run_1/sizing.png
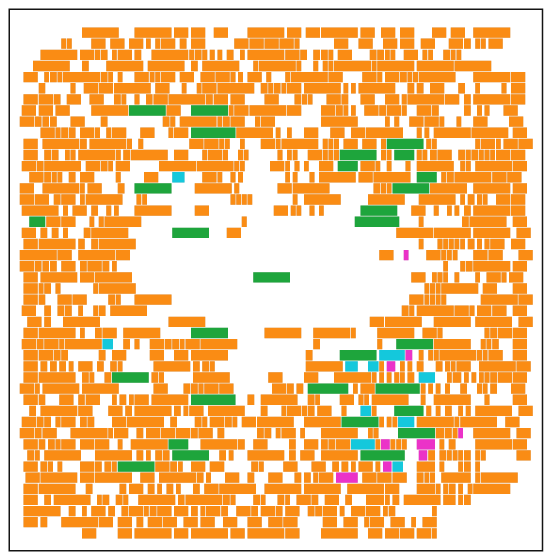
run_1/m2.png
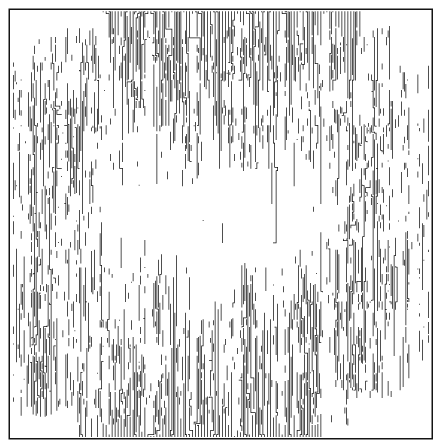
run_1/clock_nets.png
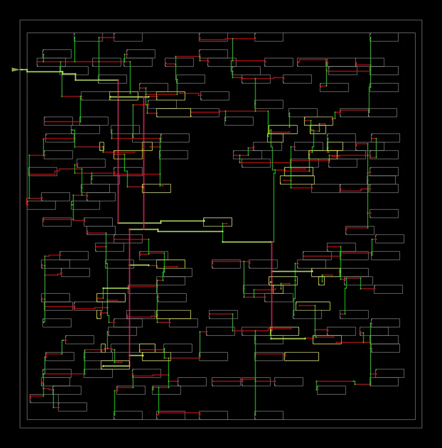
run_1/gates.png
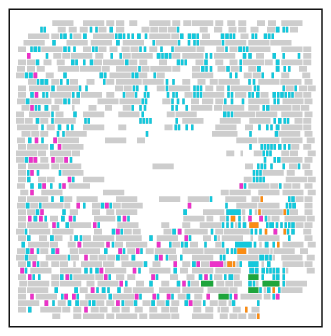
[config.mk]
export PLATFORM = sky130hd
export DESIGN_NAME = mem_iss_arb
export DESIGN_NICKNAME = d
export VERILOG_FILES = /design/src/rtl/mem_iss_arb.sv
export SDC_FILE = /design/constraint.sdc
export NUM_CORES = 1
export LEC_CHECK = 0
export ABC_AREA = 1
export CAP_MARGIN = 10
export CORE_AREA = 2 2 128 130
export DETAILED_ROUTE_END_ITERATION = 8
export DIE_AREA = 0 0 130 132
export PLACE_DENSITY = 0.8
export SLEW_MARGIN = 20
export SYNTH_ARGS = -nofsm -noshare
export SYNTH_HDL_FRONTEND = slang
export SYNTH_SLANG_ARGS = --single-unit
[constraint.sdc]
create_clock -name clk -period 5.5 [get_ports clk]
set_input_delay 1.1 -clock clk [delete_from_list [all_inputs] [get_ports clk]]
set_output_delay 1.1 -clock clk [all_outputs]
set_load 0.01 [all_outputs]
[src/rtl/mem_iss_arb.sv]
// -----------------------------------------------------------------------------
// mem_iss_arb
//   Arbitrates the single memory bus between the D-cache MSHR issue-queue head
//   and I-cache miss requests. A winner is latched into a one-entry issue slot
//   and driven onto the bus from registers. The slot is retried each cycle until
//   memory answers with a non-zero acceptance tag; the owner is then acked with
//   that tag. Accepted BUS_LOADs awaiting data are counted and capped at
//   MAX_OUTSTD.
//
// Configuration macro:
//   MEM_ISS_RR_EN  defined   -> IDLE ties alternate away from the last winner
//                  undefined -> fixed priority, D-cache always wins ties
//
// Ports:
//   clk, rst               clock, asynchronous active-high reset
//   mshr_iss_*_i           D-cache MSHR issue head (valid, tag, idx, data, message, head ptr)
//   mshr_iss_ack_o         pulse: head retired
//   mshr_rsp_vld_o/tag_o   pulse with ack when the retired op was a BUS_LOAD, plus its tag
//   mshr_rsp_head_o        MSHR head pointer the tag belongs to
//   ic_req_en_i/addr_i     I-cache miss request (level) and block address
//   ic_gnt_o/ic_rsp_tag_o  pulse: I-cache request accepted, plus its tag
//   proc2mem_*_o           registered bus command/address/store data
//   mem2proc_response_i    same-cycle acceptance tag (0 = rejected)
//   mem2proc_tag_i         data-return tag (non-zero retires one outstanding load)
//   outstd_cnt_o           accepted loads awaiting data
//
// message encoding on mshr_iss_message_i: 0 NONE, 1 GET_S, 2 GET_M, 3 PUT_M
// bus command encoding: 0 BUS_NONE, 1 BUS_LOAD, 2 BUS_STORE
// -----------------------------------------------------------------------------

`ifndef DCACHE_TAG_W
`define DCACHE_TAG_W 8
`endif
`ifndef DCACHE_IDX_W
`define DCACHE_IDX_W 5
`endif
`ifndef MSHR_IDX_W
`define MSHR_IDX_W 3
`endif

module mem_iss_arb #(
    parameter int unsigned MEM_TAG_W  = 4,
    parameter int unsigned MAX_OUTSTD = 15,
    localparam int unsigned CNT_W     = $clog2(MAX_OUTSTD + 1)
) (
    input  logic                     clk,
    input  logic                     rst,
    input  logic                     mshr_iss_en_i,
    input  logic [`DCACHE_TAG_W-1:0] mshr_iss_tag_i,
    input  logic [`DCACHE_IDX_W-1:0] mshr_iss_idx_i,
    input  logic [63:0]              mshr_iss_data_i,
    input  logic [1:0]               mshr_iss_message_i,
    input  logic [`MSHR_IDX_W-1:0]   mshr_iss_head_i,
    output logic                     mshr_iss_ack_o,
    output logic                     mshr_rsp_vld_o,
    output logic [MEM_TAG_W-1:0]     mshr_rsp_tag_o,
    output logic [`MSHR_IDX_W-1:0]   mshr_rsp_head_o,
    input  logic                     ic_req_en_i,
    input  logic [63:0]              ic_req_addr_i,
    output logic                     ic_gnt_o,
    output logic [MEM_TAG_W-1:0]     ic_rsp_tag_o,
    output logic [1:0]               proc2mem_command_o,
    output logic [63:0]              proc2mem_addr_o,
    output logic [63:0]              proc2mem_data_o,
    input  logic [MEM_TAG_W-1:0]     mem2proc_response_i,
    input  logic [MEM_TAG_W-1:0]     mem2proc_tag_i,
    output logic [CNT_W-1:0]         outstd_cnt_o
);

    localparam logic [1:0] MSG_NONE  = 2'd0;
    localparam logic [1:0] MSG_GET_S = 2'd1;
    localparam logic [1:0] MSG_GET_M = 2'd2;
    localparam logic [1:0] MSG_PUT_M = 2'd3;

    localparam logic [1:0] BUS_NONE  = 2'd0;
    localparam logic [1:0] BUS_LOAD  = 2'd1;
    localparam logic [1:0] BUS_STORE = 2'd2;

    localparam logic [0:0] ST_IDLE  = 1'b0;
    localparam logic [0:0] ST_ISSUE = 1'b1;

    localparam logic OWN_D  = 1'b0;
    localparam logic OWN_IC = 1'b1;

    localparam int unsigned PAD_W = 64 - `DCACHE_TAG_W - `DCACHE_IDX_W - 3;

    // Issue slot; cmd/addr/data double as the bus-driving registers
    logic [0:0]             r_state;
    logic                   r_owner;
    logic [1:0]             r_cmd;
    logic [63:0]            r_addr;
    logic [63:0]            r_data;
    logic [`MSHR_IDX_W-1:0] r_head;

    logic                   r_mshr_ack;
    logic                   r_ic_gnt;
    logic                   r_rsp_vld;
    logic [MEM_TAG_W-1:0]   r_rsp_tag;
    logic [CNT_W-1:0]       r_outstd_cnt;

    logic                   w_full;
    logic                   w_d_is_load;
    logic                   w_d_elig;
    logic                   w_ic_elig;
    logic                   w_bubble;
    logic                   w_pick_ic;
    logic                   w_start;
    logic                   w_drain;
    logic                   w_accept;
    logic                   w_inc;
    logic                   w_dec;
    logic [1:0]             w_slot_cmd;
    logic [63:0]            w_slot_addr;
    logic [63:0]            w_slot_data;
    logic [63:0]            w_d_addr;
    logic [CNT_W-1:0]       w_cnt_d;

    assign w_full      = (r_outstd_cnt == CNT_W'(MAX_OUTSTD));
    assign w_d_is_load = (mshr_iss_message_i == MSG_GET_S) || (mshr_iss_message_i == MSG_GET_M);
    assign w_d_elig    = mshr_iss_en_i && !(w_d_is_load && w_full);
    assign w_ic_elig   = ic_req_en_i && !w_full;

    // An ack issued last cycle pops the MSHR head only now; skip sampling the stale head.
    assign w_bubble = r_mshr_ack | r_ic_gnt;

`ifdef MEM_ISS_RR_EN
    logic r_rr_last;

    assign w_pick_ic = w_ic_elig && (!w_d_elig || (r_rr_last == OWN_D));

    always_ff @(posedge clk or posedge rst) begin
        if (rst) begin
            r_rr_last <= OWN_IC;
        end else if (w_accept) begin
            r_rr_last <= r_owner;
        end
    end
`else
    assign w_pick_ic = w_ic_elig && !w_d_elig;
`endif

    assign w_start  = (r_state == ST_IDLE) && !w_bubble && (w_d_elig || w_ic_elig);
    assign w_drain  = w_start && !w_pick_ic && (mshr_iss_message_i == MSG_NONE);
    assign w_accept = (r_state == ST_ISSUE) && (mem2proc_response_i != '0);

    assign w_d_addr = {{PAD_W{1'b0}}, mshr_iss_tag_i, mshr_iss_idx_i, 3'b000};

    always_comb begin
        w_slot_cmd  = BUS_LOAD;
        w_slot_addr = ic_req_addr_i;
        w_slot_data = '0;
        if (!w_pick_ic) begin
            w_slot_addr = w_d_addr;
            if (mshr_iss_message_i == MSG_PUT_M) begin
                w_slot_cmd  = BUS_STORE;
                w_slot_data = mshr_iss_data_i;
            end
        end
    end

    always_ff @(posedge clk or posedge rst) begin
        if (rst) begin
            r_state    <= ST_IDLE;
            r_owner    <= OWN_D;
            r_cmd      <= BUS_NONE;
            r_addr     <= '0;
            r_data     <= '0;
            r_head     <= '0;
            r_mshr_ack <= 1'b0;
            r_ic_gnt   <= 1'b0;
            r_rsp_vld  <= 1'b0;
            r_rsp_tag  <= '0;
        end else begin
            r_mshr_ack <= 1'b0;
            r_ic_gnt   <= 1'b0;
            r_rsp_vld  <= 1'b0;
            unique case (r_state)
                ST_IDLE: begin
                    if (w_drain) begin
                        r_mshr_ack <= 1'b1;
                        r_rsp_tag  <= '0;
                        r_head     <= mshr_iss_head_i;
                    end else if (w_start) begin
                        r_state <= ST_ISSUE;
                        r_owner <= w_pick_ic ? OWN_IC : OWN_D;
                        r_cmd   <= w_slot_cmd;
                        r_addr  <= w_slot_addr;
                        r_data  <= w_slot_data;
                        r_head  <= mshr_iss_head_i;
                    end
                end
                ST_ISSUE: begin
                    // Rejected responses leave the slot on the bus for another try
                    if (w_accept) begin
                        r_state   <= ST_IDLE;
                        r_cmd     <= BUS_NONE;
                        r_rsp_tag <= mem2proc_response_i;
                        if (r_owner == OWN_IC) begin
                            r_ic_gnt <= 1'b1;
                        end else begin
                            r_mshr_ack <= 1'b1;
                            r_rsp_vld  <= (r_cmd == BUS_LOAD);
                        end
                    end
                end
                default: r_state <= ST_IDLE;
            endcase
        end
    end

    // Outstanding-load counter: saturating, simultaneous inc/dec cancel
    assign w_inc = w_accept && (r_cmd == BUS_LOAD);
    assign w_dec = (mem2proc_tag_i != '0) && (r_outstd_cnt != '0);

    always_comb begin
        w_cnt_d = r_outstd_cnt;
        if (w_inc && !w_dec) begin
            if (!w_full) begin
                w_cnt_d = r_outstd_cnt + CNT_W'(1);
            end
        end else if (w_dec && !w_inc) begin
            w_cnt_d = r_outstd_cnt - CNT_W'(1);
        end
    end

    always_ff @(posedge clk or posedge rst) begin
        if (rst) begin
            r_outstd_cnt <= '0;
        end else begin
            r_outstd_cnt <= w_cnt_d;
        end
    end

`ifndef SYNTHESIS
    a_no_underflow: assert property (@(posedge clk) disable iff (rst)
        !((mem2proc_tag_i != '0) && (r_outstd_cnt == '0)));
`endif

    assign mshr_iss_ack_o     = r_mshr_ack;
    assign mshr_rsp_vld_o     = r_rsp_vld;
    assign mshr_rsp_tag_o     = r_rsp_tag;
    assign mshr_rsp_head_o    = r_head;
    assign ic_gnt_o           = r_ic_gnt;
    assign ic_rsp_tag_o       = r_rsp_tag;
    assign proc2mem_command_o = r_cmd;
    assign proc2mem_addr_o    = r_addr;
    assign proc2mem_data_o    = r_data;
    assign outstd_cnt_o       = r_outstd_cnt;

endmodule

==> notes.md, run 1 <==
run results: outcome complete, no violations, cycle use final 0.601, Synth flops 146, Clock transition at path regs 60 ps, Synth Area in Adders 0.0110, max-slew violations 0, clk latency late pin 420 ps, CTS tree done, worst-case reg-to-reg path depth 8, register area 3650 um2, Post-CTS Resized 0, CP Class primary input to flip-flop, NonClk Buf Share 0.308, Final ANT Viol Nets 0, yosys simple share 0.295, crit path DRT 5760 ps, clock network power share 0.247, Clock-cell share 0.0657, reg-to-reg slack, setup 2790 ps, Fillers 1310, TAP cells 216, final core occ 0.643, Multiplexer share 0, critical path's slowest cell nor2_2, synthesized area 6340 um2, worst setup margin 2190 ps, Sink Count 146, # IOs 306, largest area contributor in the netlist dfrtp_1, most frequent cell after synthesis nand2_1, crit path buf inv count 3, Critical Path Stages 8, pwr dens 520 nW/um2, Synth top cells by count 292 x nand2_1, 146 x dfrtp_1, 129 x nand3_1, CP arrival 3560 ps, DRC errors left 0, Psw 1.86 mW, CP Cell Sequence clkdlybuf4s50_1 -> inv_1 -> ha_1 -> a21oi_4 -> buf_4 -> nand2_1 -> nor2_2 -> o21ai_0, met3 routed WL 1530 um, Synth Seq Share 0.576, hold depth 2, largest cell class by area registers, Final Hold Viols 0, P_comb 2.22 mW, Setup crit end proc2mem_command_o[1], Post-synth EDFFs 0, tool warning count 31, met1 Use GR 0.274, first-pass GRT wire length 30900 um, worst-path maximum fanout 52, sequential cell area share 0.361, skew final 8.84 ps, Worst IR Drop VDD 0.340 mV, area reported by Yosys stat 6340 um2, # nets final 1175, dpl ws 1760 ps, total power 5.26 mW, Max Clock Freq 303 MHz
Back to the opening pictures, sizing.png:
Key: cyan = x3 and x4 [cells 10]; orange = x1 and smaller [cells 977]; green = x6 and larger [cells 29]; magenta = x2 [cells 9]
number of signal-net buffers in the layout: 310
Area Overhead vs Synth: 59.4%

Back to the opening pictures, m2.png:
The layer carries 9580 um of wire. 957 nets have wire on it. The layer holds 50% of the routed length.
final wirelength: 19300 um
routing usage on met2: 0.376
via count: 5998

Back to the opening pictures, clock_nets.png:
clk_buf instances: 24
number of CTS-inserted buffers: 17

Back to the opening pictures, gates.png:
Key: cyan = nand cells [cells 428, where all over the die]; orange = nor cells [cells 14]; green = fa/ha/maj cells [cells 5, where lower right]; magenta = aoi and oai cells [cells 70]
combinational share of cell area: 0.231
most frequent logic cell in the layout: clkdlybuf4s50_1
Post-Layout Cell Count: 1241

run_1/class_map.png
The bar under the picture is 50 um long. Fill, decap, tap and diode cells in gray.
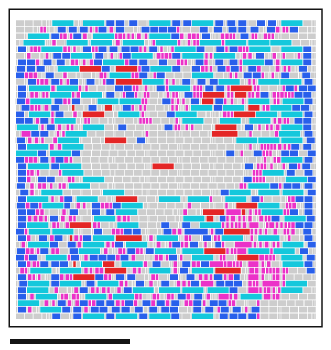

==> run 2, diff against run 1 <==
- clock period: 5.5 -> 3.2 ns (I/O delays scaled with it)
run_2/class_map.png
The bar under the picture is 50 um long. Fill, decap, tap and diode cells in gray.
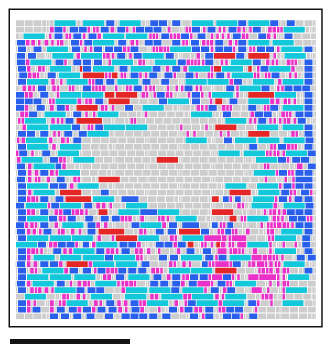
Key: blue = remaining buffers and delay cells [cells 317]; magenta = remaining logic cells [cells 537]; cyan = registers [cells 146]; red = clock drivers and dummy loads [cells 32]
Final Cell Area: 10200 um2
Core Box Area: 15700 um2
final core occ: 0.646

run_2/m2.png
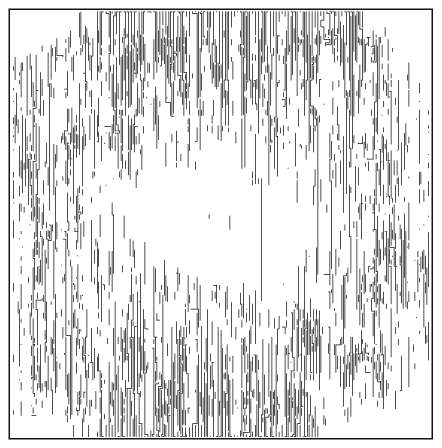
The wires run mostly vertical. 941 nets have wire on it. The layer carries 9640 um of wire.
via count: 5994
final wirelength: 19400 um
routing usage on met2: 0.373

==> notes.md, run 2 <==
run results: met1 Use GR 0.281, max-slew violations 0, Critical Path Stages 13, register area 3650 um2, DRC errors left 0, CP Class primary input to flip-flop, Synth top cells by count 292 x nand2_1, 146 x dfrtp_1, 129 x nand3_1, outcome complete, no violations, Worst IR Drop VDD 0.421 mV, NonClk Buf Share 0.314, # nets final 1182, crit path buf inv count 2, Psw 3.29 mW, CP Cell Sequence clkdlybuf4s50_1 -> nor2_1 -> nand2_1 -> nand2_1 -> nor2_1 -> nand2_1 -> ha_1 -> nand3_1 -> nand3_1 -> inv_1 -> nand3_1 -> nand3_1 -> nand2_1, CP arrival 2700 ps, # IOs 306, Clock-cell share 0.0622, Synth Area in Adders 0.0110, worst-path maximum fanout 9, Post-CTS Resized 0, reg-to-reg slack, setup 1170 ps, Max Clock Freq 420 MHz, Area Overhead vs Synth 60.1%, worst setup margin 819 ps, number of signal-net buffers in the layout 317, number of CTS-inserted buffers 17, critical path's slowest cell clkdlybuf4s50_1, Setup crit end outstd_cnt_o[3], worst-case reg-to-reg path depth 10, sequential cell area share 0.360, Post-Layout Cell Count 1248, crit path DRT 3520 ps, Multiplexer share 0, skew final 10.6 ps, P_comb 3.91 mW, Fillers 1309, cycle use final 0.744, most frequent cell after synthesis nand2_1, largest cell class by area registers, yosys simple share 0.295, Final Hold Viols 0, TAP cells 216
run_2/clock_nets.png
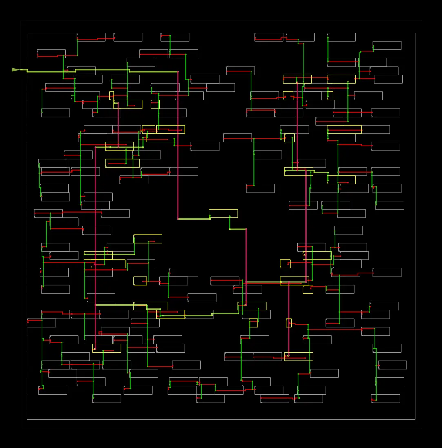
Power Clock: 2.14 mW
Sink Count: 146
clk_buf instances: 18
clk latency late pin: 430 ps

run_2/gates.png
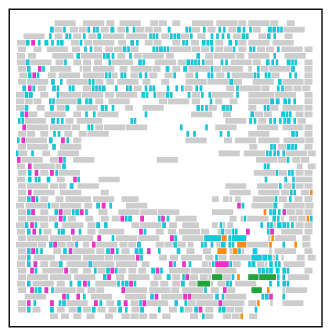

==> run 3, diff against run 2 <==
- clock period: 3.2 -> 2.4 ns (I/O delays scaled with it)
run_3/gates.png
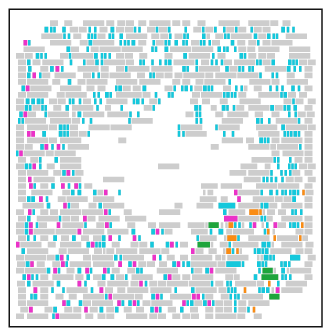
Key: orange = nor cells [cells 14, where lower right]; magenta = aoi and oai cells [cells 70]; cyan = nand cells [cells 428, where all over the die]; green = fa/ha/maj cells [cells 5, where lower right]
Post-Layout Cell Count: 1250
combinational share of cell area: 0.228

run_3/m2.png
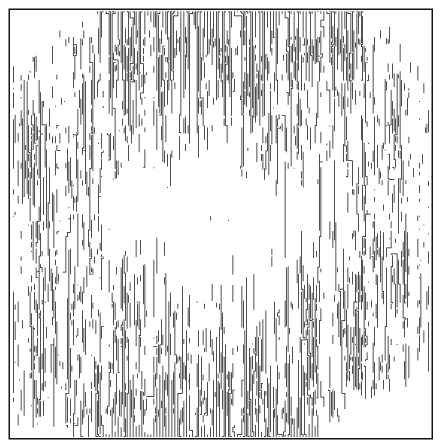
942 nets have wire on it. The longest straight run is 49.1 um. The wires run mostly vertical. The layer carries 9560 um of wire.
routing usage on met2: 0.382
final wirelength: 19400 um

run_3/class_map.png
The bar under the picture is 50 um long. Fill, decap, tap and diode cells in gray.
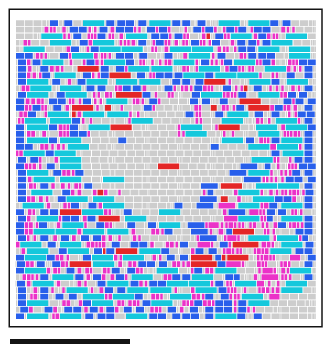
Key: cyan = registers [cells 146]; magenta = remaining logic cells [cells 537]; red = clock drivers and dummy loads [cells 29]; blue = remaining buffers and delay cells [cells 322]
sequential cell area share: 0.358
final core occ: 0.650
standard-cell rows: 46
Final Cell Area: 10200 um2

==> notes.md, run 3 <==
run results: synthesized area 6340 um2, total power 11.9 mW, P_comb 5.36 mW, clk_buf instances 18, Final HPWL DP 13600 um, reg2reg end outstd_cnt_o[3], yosys simple share 0.295, register area 3650 um2, outcome complete, no violations, Hold Path Sink proc2mem_addr_o[60], WL met2 9560 um, Top power group combinational cells, crit path DRT 2710 ps, tool warning count 27, Logic area 2330 um2, wire length per cell 15.5 um, met3 routed WL 1620 um, CP arrival 2420 ps, area reported by Yosys stat 6340 um2, Fillers 1260, CTS tree done, DRC errors left 0, Hold Slack 467 ps, Reg power frac 0.332, Post-CTS Resized 0, largest area contributor in the netlist dfrtp_1, Worst Setup SP mem2proc_response_i[3], antenna cell count 0, NonClk Buf Share 0.324, Post-synth EDFFs 0, sequential cell count 146, CTS Hold Buffers Added 0, unique cell type count in the Yosys netlist 23, TAP cells 216, skew final 7.74 ps, Sink Count 146, dominant register cell dfrtp_1, CP Cell Sequence clkdlybuf4s50_1 -> nor2_1 -> nand2_1 -> nand2_1 -> nor2_1 -> nand2_1 -> ha_1 -> nand3_1 -> nand3_1 -> inv_1 -> nand3_1 -> nand3_1 -> nand2_1, cycle use final 0.881, number of cells after detailed placement 1221, worst-case reg-to-reg path depth 11, Psw 4.30 mW, first-pass GRT wire length 31100 um, Top logic family simple AND/OR/NAND/NOR gates, Clock transition at path regs 60 ps, met3 Use GR 0.0812, max-slew violations 0, dpl ws -138 ps, largest cell class by area registers, Synth flops 146, Core Box Area 15700 um2, CP Class primary input to flip-flop, antenna violations before repair 0, Power Clock 2.61 mW, hold depth 2, Final Hold Viols 0, Critical Path Stages 13, worst setup margin 285 ps, Synth Area in Adders 0.0110, GPL Wtd Cong 0.810, reg-to-reg slack, setup 470 ps, pwr dens 1170 nW/um2, clock network power share 0.219, Area Overhead vs Synth 60.9%, crit path buf inv count 2, Final ANT Viol Nets 0, clk latency late pin 420 ps, Clock-cell share 0.0559, met1 Use GR 0.266, crit path time final 2120 ps, worst-path maximum fanout 3, Synth Seq Share 0.576, Max Clock Freq 473 MHz, number of CTS-inserted buffers 17, critical path's slowest cell clkdlybuf4s50_1, Setup crit end outstd_cnt_o[3], number of signal-net buffers in the layout 322, via count 5994, # nets final 1187, most frequent cell after synthesis nand2_1, Synth top cells by count 292 x nand2_1, 146 x dfrtp_1, 129 x nand3_1, layout cell share with drive strength beyond 1 0.0571, hold_sp proc2mem_addr_o[60], largest net degree at the start of global routing 87, gr ovfl total 0, # IOs 306, most frequent logic cell in the layout clkdlybuf4s50_1, Multiplexer share 0, Worst IR Drop VDD 0.570 mV
Power is estimated from default activity; no workload was simulated.
